File: src/rtl/bus_arbiter_rr_if.sv
// Request/grant bundle between the shared-bus masters and the round-robin arbiter.
// Handshake: bus_req[i] is a level held for the whole transaction; bus_ack[i] (registered,
// one-hot or zero) grants ownership; dropping bus_req ends the grant at the next edge.
interface bus_arbiter_rr_if #(
  parameter int NREQ = 8,
  parameter int IDW  = (NREQ > 1) ? $clog2(NREQ) : 1
);
  logic [NREQ-1:0] bus_req;
  logic            bus_ready;
  logic [NREQ-1:0] bus_ack;
  logic [IDW-1:0]  bus_owner;
  logic            bus_busy;

  // Requester side
  modport master (
    output bus_req,
    output bus_ready,
    input  bus_ack,
    input  bus_owner,
    input  bus_busy
  );

  // Arbiter side
  modport slave (
    input  bus_req,
    input  bus_ready,
    output bus_ack,
    output bus_owner,
    output bus_busy
  );
endinterface

File: src/rtl/bus_arbiter_rr.sv
// Round-robin bus arbiter with whole-transaction grants and a one-cycle turnaround.
// Optional per-grant beat limit enabled by defining BUSARB_HOLD_LIMIT_EN.
module bus_arbiter_rr #(
  parameter int NREQ     = 8,
  parameter int IDW      = (NREQ > 1) ? $clog2(NREQ) : 1,
  parameter int HOLD_MAX = 16
) (
  input  logic           clk,
  input  logic           Nrst,
  bus_arbiter_rr_if.slave bus,
  output logic [1:0]     dbg_state,
  output logic [IDW-1:0] dbg_rr_ptr
);

  typedef enum logic [1:0] {
    ST_IDLE  = 2'd0,
    ST_GRANT = 2'd1,
    ST_TURN  = 2'd2
  } state_t;

  if (NREQ < 1 || NREQ > 32) begin : g_bad_nreq
    $error("bus_arbiter_rr: NREQ out of range");
  end
  if (HOLD_MAX < 1 || HOLD_MAX > 255) begin : g_bad_hold
    $error("bus_arbiter_rr: HOLD_MAX out of range");
  end

  state_t          state_q, state_d;
  logic [IDW-1:0]  rr_ptr_q, rr_ptr_d;
  logic [NREQ-1:0] ack_q, ack_d;
  logic [IDW-1:0]  owner_q, owner_d;
  logic            busy_q, busy_d;

  logic            found;
  logic [IDW-1:0]  winner;
  logic [IDW-1:0]  winner_nxt;
  logic            owner_req;
  logic            revoke;

  // Search from rr_ptr upward, wrapping modulo NREQ (not modulo 2^IDW).
  always_comb begin
    int idx;
    found  = 1'b0;
    winner = '0;
    idx    = 0;
    for (int i = 0; i < NREQ; i++) begin
      idx = int'(rr_ptr_q) + i;
      if (idx >= NREQ) idx = idx - NREQ;
      if (!found && bus.bus_req[idx]) begin
        found  = 1'b1;
        winner = IDW'(idx);
      end
    end
    winner_nxt = (int'(winner) == NREQ - 1) ? '0 : winner + 1'b1;
  end

  assign owner_req = bus.bus_req[owner_q];

`ifdef BUSARB_HOLD_LIMIT_EN
  logic [7:0] cnt_q, cnt_d;
  logic [8:0] cnt_inc;
  logic       cnt_hit;
  logic       others_req;

  assign cnt_inc    = {1'b0, cnt_q} + 9'd1;
  assign cnt_hit    = (cnt_inc >= 9'(HOLD_MAX));
  assign others_req = |(bus.bus_req & ~ack_q);
  assign revoke     = (state_q == ST_GRANT) && bus.bus_ready && others_req && cnt_hit;
`else
  assign revoke = 1'b0;
`endif

  // State register: FSM state and every registered output.
  always_ff @(posedge clk or negedge Nrst) begin
    if (!Nrst) begin
      state_q  <= ST_IDLE;
      rr_ptr_q <= '0;
      ack_q    <= '0;
      owner_q  <= '0;
      busy_q   <= 1'b0;
`ifdef BUSARB_HOLD_LIMIT_EN
      cnt_q    <= '0;
`endif
    end else begin
      state_q  <= state_d;
      rr_ptr_q <= rr_ptr_d;
      ack_q    <= ack_d;
      owner_q  <= owner_d;
      busy_q   <= busy_d;
`ifdef BUSARB_HOLD_LIMIT_EN
      cnt_q    <= cnt_d;
`endif
    end
  end

  // Next-state logic
  always_comb begin
    state_d = state_q;
    case (state_q)
      ST_IDLE:  if (found) state_d = ST_GRANT;
      ST_GRANT: if (!owner_req || revoke) state_d = ST_TURN;
      ST_TURN:  state_d = found ? ST_GRANT : ST_IDLE;
      default:  state_d = ST_IDLE;
    endcase
  end

  // Output logic: next values of the registered grant, owner, pointer and beat count.
  always_comb begin
    ack_d    = ack_q;
    owner_d  = owner_q;
    rr_ptr_d = rr_ptr_q;
`ifdef BUSARB_HOLD_LIMIT_EN
    cnt_d    = cnt_q;
`endif
    if (state_q != ST_GRANT && found) begin
      ack_d         = '0;
      ack_d[winner] = 1'b1;
      owner_d       = winner;
      rr_ptr_d      = winner_nxt;
`ifdef BUSARB_HOLD_LIMIT_EN
      cnt_d         = '0;
`endif
    end else if (state_q == ST_GRANT && state_d == ST_TURN) begin
      ack_d = '0;
    end else if (state_q != ST_GRANT) begin
      ack_d = '0;
    end
`ifdef BUSARB_HOLD_LIMIT_EN
    else if (bus.bus_ready && cnt_q != 8'(HOLD_MAX)) begin
      // Saturates at HOLD_MAX so a lone owner keeps the bus without wrapping.
      cnt_d = cnt_hit ? 8'(HOLD_MAX) : cnt_inc[7:0];
    end
`endif
    busy_d = |ack_d;
  end

  assign bus.bus_ack   = ack_q;
  assign bus.bus_owner = owner_q;
  assign bus.bus_busy  = busy_q;
  assign dbg_state     = state_q;
  assign dbg_rr_ptr    = rr_ptr_q;

endmodule

File: src/flat_wrapper.sv
// flat-port wrapper written by rule: the top's interface ports become plain ports
module bus_arbiter_rr_flat 
#(
  parameter int NREQ     = 8,
  parameter int IDW      = (NREQ > 1) ? $clog2(NREQ) : 1,
  parameter int HOLD_MAX = 16
)
  (clk, Nrst, dbg_state, dbg_rr_ptr, bus_bus_req, bus_bus_ready, bus_bus_ack, bus_bus_owner, bus_bus_busy);
  bus_arbiter_rr_if #(.NREQ(NREQ), .IDW(IDW)) bus_i ();
  input  logic clk;
  input  logic Nrst;
  output logic [1:0] dbg_state;
  output logic [IDW-1:0] dbg_rr_ptr;
  input wire logic [$bits(bus_i.bus_req)-1:0] bus_bus_req;
  input wire logic [$bits(bus_i.bus_ready)-1:0] bus_bus_ready;
  output wire logic [$bits(bus_i.bus_ack)-1:0] bus_bus_ack;
  output wire logic [$bits(bus_i.bus_owner)-1:0] bus_bus_owner;
  output wire logic [$bits(bus_i.bus_busy)-1:0] bus_bus_busy;
  assign bus_i.bus_req = bus_bus_req;
  assign bus_i.bus_ready = bus_bus_ready;
  assign bus_bus_ack = bus_i.bus_ack;
  assign bus_bus_owner = bus_i.bus_owner;
  assign bus_bus_busy = bus_i.bus_busy;
  bus_arbiter_rr #(.NREQ(NREQ), .IDW(IDW), .HOLD_MAX(HOLD_MAX)) u_core (.clk(clk), .Nrst(Nrst), .bus(bus_i), .dbg_state(dbg_state), .dbg_rr_ptr(dbg_rr_ptr));
endmodule
File: config.mk
export PLATFORM = sky130hd
export DESIGN_NAME = bus_arbiter_rr_flat
export DESIGN_NICKNAME = d
export VERILOG_FILES = /design/src/rtl/bus_arbiter_rr_if.sv /design/src/rtl/bus_arbiter_rr.sv /design/src/flat_wrapper.sv
export SDC_FILE = /design/constraint.sdc
export NUM_CORES = 1
export LEC_CHECK = 0
export CAP_MARGIN = 20
export CORE_ASPECT_RATIO = 0.9
export CORE_MARGIN = 10
export CORE_UTILIZATION = 25
export DETAILED_ROUTE_END_ITERATION = 8
export PLACE_DENSITY = 0.51
export SLEW_MARGIN = 5
export SYNTH_ARGS = -nofsm -noshare
export SYNTH_HDL_FRONTEND = slang
export SYNTH_SLANG_ARGS = --single-unit
File: constraint.sdc
create_clock -name clk -period 4.3 [get_ports clk]
set_input_delay 1.075 -clock clk [delete_from_list [all_inputs] [get_ports clk]]
set_output_delay 1.075 -clock clk [all_outputs]
set_load 0.005 [all_outputs]
==> out/qor.yml, run 1 <==
run_status:
  status: "finished, final reports clean"
worst_setup_path:
  crit_path_start_kind: "input port"
  reg2regPathDepth: 11
global_routing:
  grt_pass1_vias: 1516
  grt_max_degree: 18
  grt_util_met3_pct: 2.34
detailed_routing:
  viasPerCell: 5.05
  avgRoutedWirePerCell_um: 16.0
final_layout:
  final.clkbuf_count: 3
  comb_cells: 132
min_path:
  hp-start: "u_core.dbg_state[0]"
clock_tree:
  clockBufferDepth: 2
  clock_sinks: 17
  htreeDepth: 1
final_timing:
  rsz0062_at_grt: "no"
  hold_viol: 0
  maxSlewViolCount: 0
  setup_ws_ns: 0.0683
logic_synthesis:
  synth.area.mux_share_pct: 30.2
  synth-edff-count: 0
  ys_sh_xor_pct: 1.08
pwr:
  powerComb_uw: 1850
  internal-power_uw: 1220
die:
  dieHeight_um: 96.3
  dieArea_mm2: 0.0101
run 1: worst max-delay path: cells and delay by family:
kind | cells | cell delay [ns]
AND-OR/OR-AND | 1 | 0.17
adder cells (fa/ha/maj) | 2 | 0.37
buffers and inverters | 2 | 0.59
multiplexers | 3 | 1.20
AND/OR/NAND/NOR | 2 | 0.97
run 1: cell usage after synthesis, drive strengths merged (4+ instances only):
cell type | instances | area (µm²)
nand2 | 23 | 86.3
mux2i | 6 | 60.1
a221oi | 5 | 43.8
dfrtp | 17 | 425
nor4 | 4 | 25.0
buf | 4 | 23.8
mux2 | 13 | 150
nor2 | 6 | 25.0
nor3 | 6 | 30.0
ha | 4 | 50.1
o21ai | 10 | 50.1
inv | 8 | 30.0
mux4 | 12 | 278
o31ai | 4 | 35.0
a21oi | 4 | 20.0
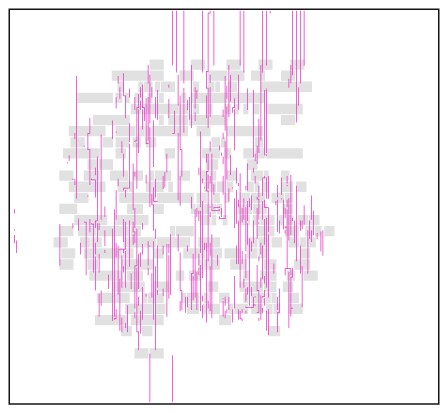
**Above:** run 1 (metal 2).
Cells faint in the background.
The wires run mostly vertical. The layer carries 2170 µm of wire. The layer holds 44% of the routed length.
routed via count: 1556
met2 Usage GRT: 14.3%
final WL: 4.94 mm

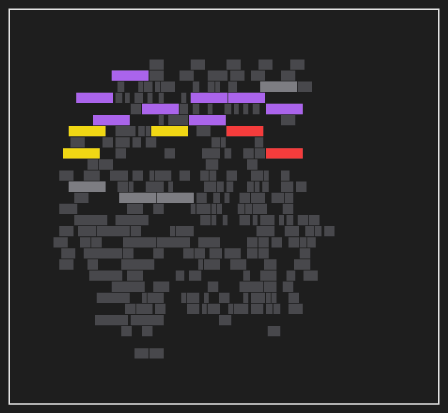
**Above:** run 1 (sequential cells coloured by netlist name).
Other sequential cells in the stronger grey, the rest of the logic in the fainter grey.
Purple is `u_core.bus.bus_ack`, flops 8. Red is `u_core.dbg_state`, flops 2. Yellow is `u_core.bus.bus_owner`, flops 3.
P_seq: 292 µW
final core utilization: 36.3%
flop share of the area: 18.8%
Sequential Area: 425 µm²

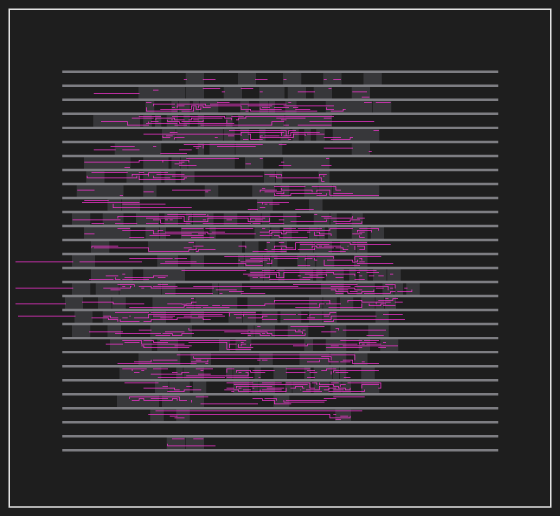
**Above:** run 1 (met1 routing).
Supply wires on this layer in grey. Cells faint in the background.
214 nets have wire on it. The layer holds 50% of the routed length.
M1 GR Usage: 13.6%

**Run 1: port wiring**

The bar under the picture is 20 µm long.
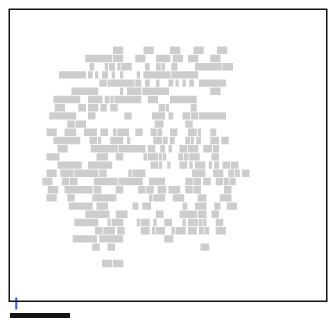

==> run 2: changes to the inputs <==
==> constraint.sdc (replaced) <==
create_clock -name clk -period 4.3 [get_ports clk]
set_input_delay 1.075 -clock clk [delete_from_list [all_inputs] [get_ports clk]]
set_output_delay 1.075 -clock clk [all_outputs]
set_load 0.01 [all_outputs]
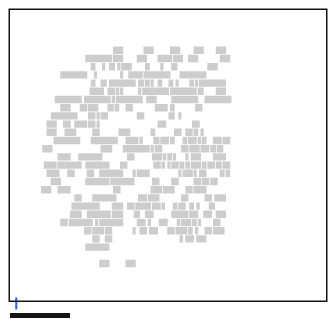
**Above:** run 2 (port wiring).
The bar under the picture is 20 µm long.
Blue is `bus_bus_ready`, bits 1, direction input, end cells 0, buffers 0.
io pins: 28
Buffers on Ports: 26

==> run 2 against run 1 <==
Utilization up 0.14 points. Synthesized cell count is the same. Clock power barely moved. Flip-flop count did not move. Final cell count unchanged. Synthesized area did not move. Sequential share of layout area shrank 0.073 points. Die area stayed put. Critical path depth is the same. Design area up 0.39%. Highest routed layer is now met3.
==> out/qor.yml, run 2 <==
clock_tree:
  htreeDepth: 1
  clockBufferDepth: 2
  clock_sinks: 17
final_layout:
  seq_area_um2: 425
  final_core_utilization_pct: 36.5
  final.clkbuf_count: 3
pwr:
  internal-power_uw: 1220
  powerComb_uw: 1880
  seq-power_uw: 280
  ir_drop_mv: 0.377
logic_synthesis:
  ys_sh_xor_pct: 1.08
  synth-edff-count: 0
  yosysTopAreaCell: "dfrtp_1"
  fp_nets: 179
  synth.cells.most_frequent: "nand2_1, dfrtp_1, mux2_2, mux4_2"
  synth.area.mux_share_pct: 30.2
  syn_area_mm2: 0.00162
  top_area_share_pct: 26.3
  yosysMostFrequentCell: "nand2_1"
  top_cells_by_area: "dfrtp_1, mux4_2, mux2_2"
detailed_routing:
  routed_wl_mm: 4.78
  avgRoutedWirePerCell_um: 15.5
  viasPerCell: 5.10
flow_run:
  warnings: 28
final_timing:
  relSlewSlack_pct: 47.7
  hold_viol: 0
  rsz0062_at_grt: "no"
  maxSlewViolCount: 0
global_routing:
  grt_pass1_vias: 1550
  grt_util_met3_pct: 2.61
  met2_usage_pct: 13.9
  grt_max_degree: 18
die:
  dieArea_mm2: 0.0101
  dieHeight_um: 96.3
worst_setup_path:
  crit_buf_inv: 2
  crit_path_start_kind: "input port"
  critPathTopFamily: "multiplexers"
run_status:
  status: "finished, final reports clean"
run 2: final timing paths:
kind                                            from                      end  slack (ns)  depth (start not counted)
worst max-delay path                  bus_bus_req[7]     u_core.dbg_rr_ptr[2]         0.1                         10
worst min-delay path             u_core.dbg_state[0]      u_core.dbg_state[0]        0.50                          1
worst max register to register  u_core.dbg_rr_ptr[1]     u_core.dbg_rr_ptr[2]        0.70                         11
worst min register to register   u_core.dbg_state[0]      u_core.dbg_state[0]        0.50                          1
max in group asynchronous                       Nrst    u_core.bus.bus_ack[0]        2.53                          1
min in group asynchronous                       Nrst  u_core.bus.bus_owner[2]        1.28                          1
run 2: timing repair:
action | 4_1_cts | 5_1_grt
hold buffers | 0 | 0
endpoints found under the setup margin | 0 | 1
resized | 0 | 7
Power figures rest on the tool's default switching activity, not on a simulated workload.
